File: src/rtl/blink_pkg.sv
// Shared types and default timing constants for the board button path.
package blink_pkg;

    // Button FSM: idle, counting a press, held, counting a release.
    typedef enum logic [1:0] {
        IDLE         = 2'd0,
        PRESS_WAIT   = 2'd1,
        PRESSED      = 2'd2,
        RELEASE_WAIT = 2'd3
    } key_state_t;

    // 20 ms settle time and 1 s long-press threshold at 50 MHz.
    localparam int KEY_DEBOUNCE_CYC = 1_000_000;
    localparam int KEY_LONG_CYC     = 50_000_000;

endpackage

File: src/rtl/sync_2ff.sv
// Two-flop synchronizer for a single asynchronous board input.
// RESET_VAL lets each input reset to its own inactive level.
module sync_2ff #(
    parameter logic RESET_VAL = 1'b0
) (
    input  logic clk,
    input  logic reset,
    input  logic d,
    output logic q
);

    logic meta;

    // Two back-to-back flops; meta is never used outside this module.
    always_ff @(posedge clk or posedge reset) begin
        if (reset) begin
            meta <= RESET_VAL;
            q    <= RESET_VAL;
        end else begin
            meta <= d;
            q    <= meta;
        end
    end

endmodule

File: src/rtl/key_debounce.sv
// Debounces one active-low pushbutton and produces a clean level plus
// single-cycle press, release and long-press pulses, all registered.
module key_debounce
    import blink_pkg::*;
#(
    parameter int DEBOUNCE_CYC = KEY_DEBOUNCE_CYC,
    parameter int LONG_CYC     = KEY_LONG_CYC
) (
    input  logic clk50m,
    input  logic reset,
    input  logic key_n,
    output logic key_level,
    output logic press_pulse,
    output logic release_pulse,
    output logic long_press_pulse
);

    localparam int DB_W = $clog2(DEBOUNCE_CYC);
    localparam int LG_W = $clog2(LONG_CYC);

    // The entry sample from IDLE/PRESSED counts as the first stable sample,
    // so the wait state finishes when its counter would step to DEBOUNCE_CYC-1.
    localparam logic [DB_W-1:0] DB_DONE = DB_W'(DEBOUNCE_CYC - 2);
    localparam logic [LG_W-1:0] LG_LAST = LG_W'(LONG_CYC - 1);
    localparam logic [LG_W-1:0] LG_PRE  = LG_W'(LONG_CYC - 2);

    logic            sync_q;
    logic            pk;
    key_state_t      state;
    key_state_t      state_next;
    logic [DB_W-1:0] db_cnt;
    logic [DB_W-1:0] db_cnt_next;
    logic [LG_W-1:0] long_cnt;
    logic [LG_W-1:0] long_cnt_next;
    logic            level_next;
    logic            press_next;
    logic            release_next;
    logic            long_next;

    // Resets to released so leaving reset never looks like a press.
    sync_2ff #(
        .RESET_VAL (1'b1)
    ) u_sync (
        .clk   (clk50m),
        .reset (reset),
        .d     (key_n),
        .q     (sync_q)
    );

    assign pk = ~sync_q;

    // State and counter registers.
    always_ff @(posedge clk50m or posedge reset) begin
        if (reset) begin
            state    <= IDLE;
            db_cnt   <= '0;
            long_cnt <= '0;
        end else begin
            state    <= state_next;
            db_cnt   <= db_cnt_next;
            long_cnt <= long_cnt_next;
        end
    end

    // Next state and counters; any opposite sample aborts a wait.
    always_comb begin
        state_next    = state;
        db_cnt_next   = db_cnt;
        long_cnt_next = long_cnt;
        case (state)
            IDLE: begin
                if (pk) begin
                    state_next  = PRESS_WAIT;
                    db_cnt_next = '0;
                end
            end
            PRESS_WAIT: begin
                if (!pk) begin
                    state_next  = IDLE;
                    db_cnt_next = '0;
                end else if (db_cnt == DB_DONE) begin
                    state_next    = PRESSED;
                    db_cnt_next   = '0;
                    long_cnt_next = '0;
                end else begin
                    db_cnt_next = db_cnt + DB_W'(1);
                end
            end
            PRESSED: begin
                // Hold time keeps counting on the edge a release starts.
                if (long_cnt != LG_LAST) begin
                    long_cnt_next = long_cnt + LG_W'(1);
                end
                if (!pk) begin
                    state_next  = RELEASE_WAIT;
                    db_cnt_next = '0;
                end
            end
            RELEASE_WAIT: begin
                // long_cnt is frozen here so a glitch only delays the long press.
                if (pk) begin
                    state_next  = PRESSED;
                    db_cnt_next = '0;
                end else if (db_cnt == DB_DONE) begin
                    state_next    = IDLE;
                    db_cnt_next   = '0;
                    long_cnt_next = '0;
                end else begin
                    db_cnt_next = db_cnt + DB_W'(1);
                end
            end
            default: begin
                state_next    = IDLE;
                db_cnt_next   = '0;
                long_cnt_next = '0;
            end
        endcase
    end

    // Output decode; each pulse belongs to a different state, so they never overlap.
    always_comb begin
        press_next   = (state == PRESS_WAIT) && (state_next == PRESSED);
        release_next = (state == RELEASE_WAIT) && (state_next == IDLE);
        long_next    = (state == PRESSED) && (long_cnt == LG_PRE);
        level_next   = (state_next == PRESSED) || (state_next == RELEASE_WAIT);
    end

    // Output registers, updated on the same edge as the state change.
    always_ff @(posedge clk50m or posedge reset) begin
        if (reset) begin
            key_level        <= 1'b0;
            press_pulse      <= 1'b0;
            release_pulse    <= 1'b0;
            long_press_pulse <= 1'b0;
        end else begin
            key_level        <= level_next;
            press_pulse      <= press_next;
            release_pulse    <= release_next;
            long_press_pulse <= long_next;
        end
    end

endmodule

File: config.mk
export PLATFORM = sky130hd
export DESIGN_NAME = key_debounce
export DESIGN_NICKNAME = d
export VERILOG_FILES = /design/src/rtl/blink_pkg.sv /design/src/rtl/sync_2ff.sv /design/src/rtl/key_debounce.sv
export SDC_FILE = /design/constraint.sdc
export NUM_CORES = 1
export LEC_CHECK = 0
export ABC_CLOCK_PERIOD_IN_PS = 2200
export CORE_AREA = 2 2 76 78
export DETAILED_ROUTE_END_ITERATION = 10
export DIE_AREA = 0 0 78 80
export GPL_TIMING_DRIVEN = 0
export PLACE_DENSITY = 0.81
export SETUP_SLACK_MARGIN = 0.02
export SYNTH_ARGS = -nofsm -noshare
export SYNTH_HDL_FRONTEND = slang
export SYNTH_SLANG_ARGS = --single-unit
export TNS_END_PERCENT = 50
File: constraint.sdc
create_clock -name clk50m -period 2.2 [get_ports clk50m]
set_clock_uncertainty 0.2 [all_clocks]
set_input_delay 0.33 -clock clk50m [delete_from_list [all_inputs] [get_ports clk50m]]
set_output_delay 0.33 -clock clk50m [all_outputs]
set_load 0.05 [all_outputs]
==> results.txt, run 1 <==
The flow run is done. Count of standard-cell rows landed at 27. Buffers placed on the I/O ports in this run total 6. Per the layout report, the design carries 12 non-clock inverters. Remaining max-slew budget at the tightest pin landed at roughly three fifths. The report puts the cell count of the worst reg-to-reg path at 6. Count of max-cap constraint violations landed at 0. Once routing completed, OpenROAD measured the worst setup slack at -0.2003 ns. The worst-case IR drop observed on VDD is around 0.40 mV. The detailed router reports a met2 wire length of 3884 um. Internal power comes to about 0.0012 W. Synthesized area landed at between 0.002 and 0.003 sq mm. The checks that failed: negative setup slack. Global-route met2 utilization landed at roughly 43%. For this run, design rule violations remaining after detail routing come to 0.

At the end of routability-driven placement, the weighted congestion stood at around 0.86. Floorplan die height landed at around 80 um. Fraction of layout cells with a size suffix above 1 landed at between 30% and 40%. Area added between synthesis and finish landed at 28.91%. The cell sequence reported for the critical path is or4b_4 > nor3_4 > a21boi_2 > buf_6 > or4_4 > a21oi_2. Summed over all routing layers, the global router reports a total usage of 23.67%. Per the layout report, the design carries 47 non-clock buffers. Area used by sequential logic in the layout landed at roughly 0.0013 sq mm.

In this run, the synthesized area fraction spent on xor and xnor cells is recorded as about 4.8%. In the final report, the number of endpoints failing setup comes to 41. Number of iterations in the first detailed-routing pass landed at 4. Combinational share of power landed at between 4 and 5%. Yosys stat counts slightly above 300 cells in the synthesized netlist. Post-synthesis adder-cell area fraction landed at under 10%. By instance count, the leading cell after synthesis is sky130_fd_sc_hd__dfrtp_1. Floorplan core area landed at approximately 0.0054 sq mm. In this run, synthesis inferred 0 flip-flops with an integrated enable. TritonCTS built the clock tree. Fraction of area in non-clock buffers landed at about an eighth. On the reported timing paths, the clock transition at the registers reads approximately 0.1 ns. The largest registers in the layout are long_cnt (26), db_cnt (20). The largest register by flop count is long_cnt. Setup repair after global routing could not meet its margin everywhere. Subtracting the final worst setup slack from the clock period gives 2.400 ns.

Dividing the detail-routed wire length by the instance count gives 17.10 um. Broken down by cell family, the worst path's largest delay share belongs to simple AND/OR/NAND/NOR gates. Data arrival time at the worst-slack endpoint landed at 2.44 ns. Yosys reports that the most numerous cell types are 51 x sky130_fd_sc_hd__dfrtp_1, 30 x sky130_fd_sc_hd__nor2_1, 28 x sky130_fd_sc_hd__nand2_1. In this run the most used layer during global routing was met2. Total routed wirelength landed at between 7000 and 8000 um. Gates resized during post-CTS repair numbered 37.

The layout report lists the clock-cell share of area as ~2.4%. Synthesis inferred approximately 53 register bits. Worst hold slack after final layout landed at about 0.13 ns. The finished layout reports a core utilization of 69.47%.

The flow ran to the end, but the final reports show violations.
==> run_1/final_clocks.png <==
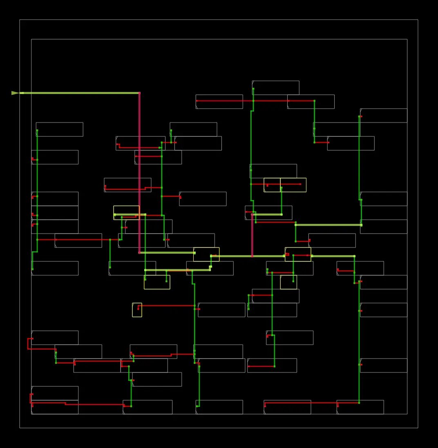
clock network power: 0.000567 W
total of clock buffers placed in the layout: 5
clock sink total: 53
flip-flop and latch count: 53

==> run_1/metal_stack.png <==
(3 px per um)
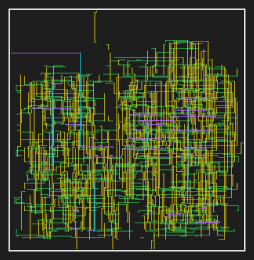
[cyan] met4 | wire length: 111 um
[green] met1 | wire length: 3,030 um
[purple] met3 | wire length: 238 um
[yellow] met2 | wire length: 3,880 um

==> run_1/gate_families.png <==
(3 px per um)
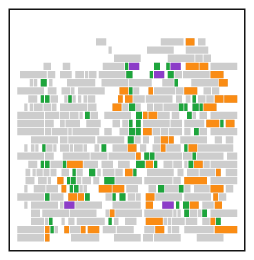
[orange] inverting AOI/OAI gates | cells: 53
[purple] multiplexers | cells: 5
[green] NAND gates | cells: 62

==> run_1/clock_map.png <==
(6 px per um)
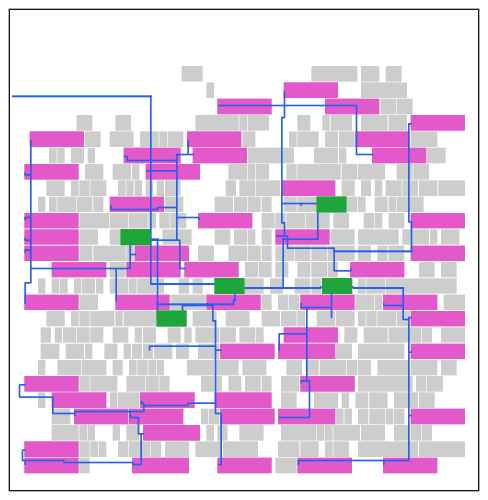
[blue] clock wires | length: 619 um
[green] cells driving clock nets | count: 5
[magenta] flip-flops | count: 53
routed clock nets: 6

==> run_1/met3.png <==
(6 px per um)
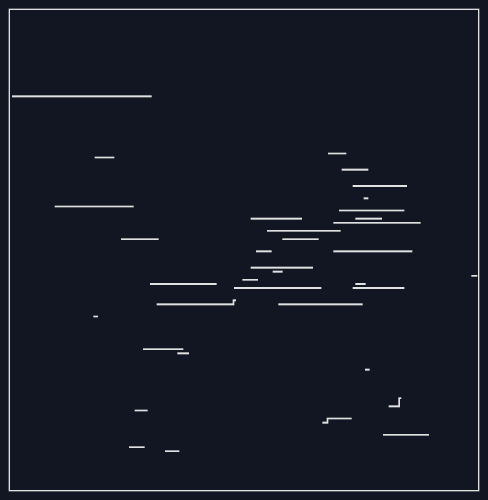

==> inputs of run 2 (changes only) <==
CORE_AREA = 2 2 84 86   (was 2 2 76 78)
DIE_AREA = 0 0 86 88   (was 0 0 78 80)
PLACE_DENSITY = 0.69   (was 0.81)
SKIP_LAST_GASP = 1   (was not set)
==> run_2/met3.png <==
(6 px per um)
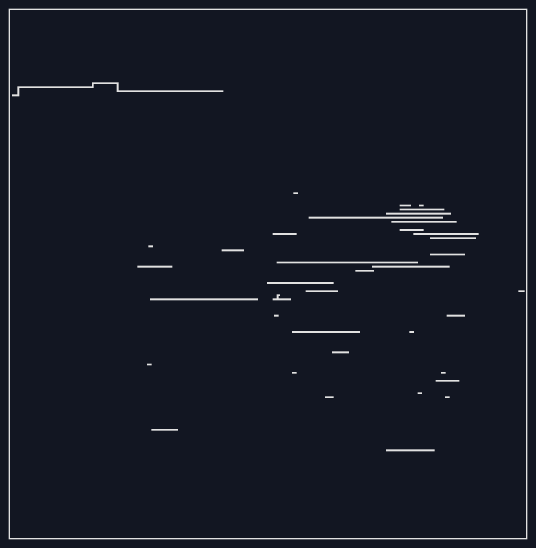
nets with wire on the layer: 25
wire length on this layer: 242 um
share of all routed wire: 3.5%
longest straight run: 23.2 um

==> run_2/metal_stack.png <==
(3 px per um)
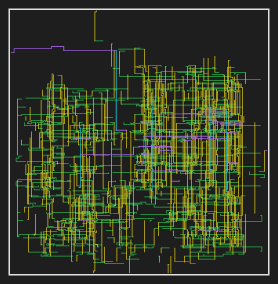
[yellow] met2 | wire length: 3,490 um
[green] met1 | wire length: 3,020 um
[purple] met3 | wire length: 242 um
[cyan] met4 | wire length: 205 um

==> run 2 against run 1 <==
The flow still finishes with violations (negative setup slack). Fmax grew 0.89%. Clock power up 16%. Worst hold slack better by 0.027 ns. Worst setup slack better by 0.021 ns. Cell area down 0.93%. Largest cell class unchanged. Area after synthesis stayed put. Non-clock buffer count stayed put. Synthesized cell count did not move. Register-to-register slack better by 0.02 ns. Cell count rose by 1.9%.
==> results.txt, run 2 <==
The flow run is done. Data arrival time at the worst-slack endpoint landed at 2.37 ns (was 2.44 ns). The cell with the most instances after synthesis is sky130_fd_sc_hd__dfrtp_1 (unchanged). Remaining max-slew budget at the tightest pin landed at 54.87% (was 58.60%). Number of setup violations in the final report landed at 41 (unchanged). Total met2 wirelength after detailed routing landed at 3491 um (was 3884 um). DRC violation count after routing landed at 0 (unchanged). Area added between synthesis and finish landed at 27.71% (was 28.91%). Clock group total power landed at 0.000660 W (was 0.000567 W). The post-synthesis adder-cell area fraction was 1.718% (unchanged). The gate family responsible for the most delay along the worst path is simple AND/OR/NAND/NOR gates (unchanged). The busiest layer in global routing is met2 (unchanged). The overall fraction of global-route tracks in use was 19.76% (was 23.67%).

The count of max-cap constraint violations came to 0 (unchanged). The combinational share of power came to 3.6% (was 4.3%). Sink count of the clock tree landed at 53 (unchanged). The worst hold slack after final layout was 0.1607 ns (was 0.1335 ns). The final critical-path setup slack was -0.1791 ns (was -0.2003 ns).

The share of the core filled with cells came to 55.99% (was 69.47%). Clock buffer count in the final layout landed at 6 (was 5). Sequential cell count landed at 53 (unchanged).

The clock slew at the register clock pins of the worst setup and hold paths was 0.10 ns (about the same). Average wire per cell in the routed design landed at 16.06 um (was 17.10 um). The floorplan core area came to 0.006644 sq mm (was 0.005405 sq mm). Count of standard-cell rows landed at 30 (was 27). The top register by number of flip-flops is long_cnt (unchanged).

The clock period minus final worst setup slack is 2.379 ns (was 2.400 ns). Final RePlAce weighted congestion landed at 0.7805 (was 0.8591). The post-synth tally of flip-flops with integrated enable came to 0 (unchanged).

Synthesized area landed at 0.002913 sq mm (unchanged). The count of plain and timing-repair buffers came to 47 (unchanged). Number of register bits inferred by synthesis landed at 53 (unchanged). Outcome: complete, but fails checks (unchanged). Number of iterations in the first detailed-routing pass landed at 4 (unchanged). Violated checks: negative setup slack (unchanged). Area used by sequential logic in the layout landed at 0.001336 sq mm (was 0.001334 sq mm).
==> run_2/gate_families.png <==
(3 px per um)
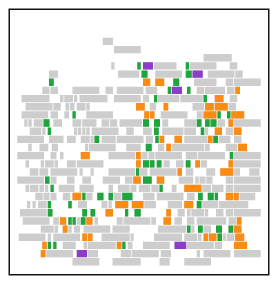

==> inputs of run 3 (changes only) <==
CORE_AREA = 2 2 107 68   (was 2 2 84 86)
DIE_AREA = 0 0 109 70   (was 0 0 86 88)
HOLD_SLACK_MARGIN = 0.06   (was not set)
==> run_3/gate_families.png <==
(2 px per um)
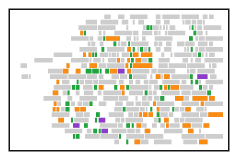
[green] NAND gates | cells: 62
[orange] inverting AOI/OAI gates | cells: 53
[purple] multiplexers | cells: 5

==> run 3 against run 2 <==
The flow still finishes with violations (negative setup slack). Flip-flop count did not move. Wire length up 16%. Global-route usage is 0.67 points higher. First-iteration DRC count is 110% higher. Count of clock-buffer cells in the layout down 1. Largest power group unchanged. Highest routed layer unchanged.
==> results.txt, run 3 <==
The flow run is done. The final RePlAce weighted congestion was 0.8184 (was 0.7805). Post-synthesis adder-cell area fraction landed at 1.718% (unchanged). Total routed wirelength landed at 8086 um (was 6956 um). Number of register bits inferred by synthesis landed at 53 (unchanged).

The gate family responsible for the most delay along the worst path was simple AND/OR/NAND/NOR gates (unchanged). Outcome: complete, but fails checks (unchanged). RSZ-0062 raised after global routing: yes (unchanged).

Worst IR drop on VDD landed at 0.2394 mV (was 0.2294 mV). The worst reg2reg path depth was 7 (unchanged). The cell total in the yosys stat output is 311 (unchanged). The number of gates resized after cts came to 54 (was 32). The clock buffer count in the final layout came to 5 (was 6). Final critical-path setup slack landed at -0.2647 ns (was -0.1791 ns).

The combinational share of power was 4.3% (was 3.6%). Ranking of synthesized cells by instance count: 51 x sky130_fd_sc_hd__dfrtp_1, 30 x sky130_fd_sc_hd__nor2_1, 28 x sky130_fd_sc_hd__nand2_1 (unchanged). The busiest layer in global routing is met1 (was met2). The TritonCTS clock tree is yes (unchanged). Count of plain and timing-repair buffers landed at 56 (was 47). Global-route met2 utilization landed at 28.36% (was 34.32%). Synthesized area landed at 0.002913 sq mm (unchanged). Registers with the most flip-flops: long_cnt (26), db_cnt (20) (unchanged). The internal power came to 0.001237 W (was 0.001341 W). Floorplan die height landed at 70 um (was 88 um). The area share of xor/xnor cells in the synthesized design came to 4.811% (unchanged). Violated checks: negative setup slack (unchanged).

The clock period minus final worst setup slack was 2.465 ns (was 2.379 ns). The clock group total power is 0.000588 W (was 0.000660 W). Sink count of the clock tree landed at 53 (unchanged).

Clock slew at the register clock pins of the worst setup and hold paths landed at 0.11 ns (was 0.10 ns). Post-synth tally of flip-flops with integrated enable landed at 0 (unchanged). The top register by number of flip-flops is long_cnt (unchanged). Number of setup violations in the final report landed at 43 (was 41).

The tally of buffers added on design ports is 6 (unchanged). Overall fraction of global-route tracks in use landed at 20.43% (was 19.76%). The area added between synthesis and finish came to 35.61% (was 27.71%). The total met2 wirelength after detailed routing was 3617 um (was 3491 um). The count of max-cap constraint violations came to 0 (unchanged).
==> run_3/final_clocks.png <==
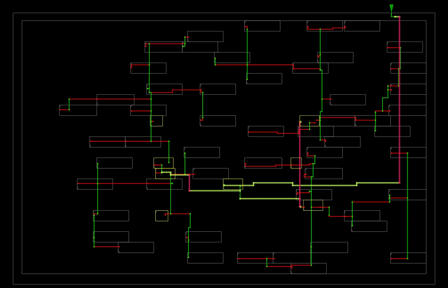
CTS buffer count: 5
insertion delay of the later-clocked pin in the worst-skew pair: 0.32 ns

Power and IR drop assume default switching activity.
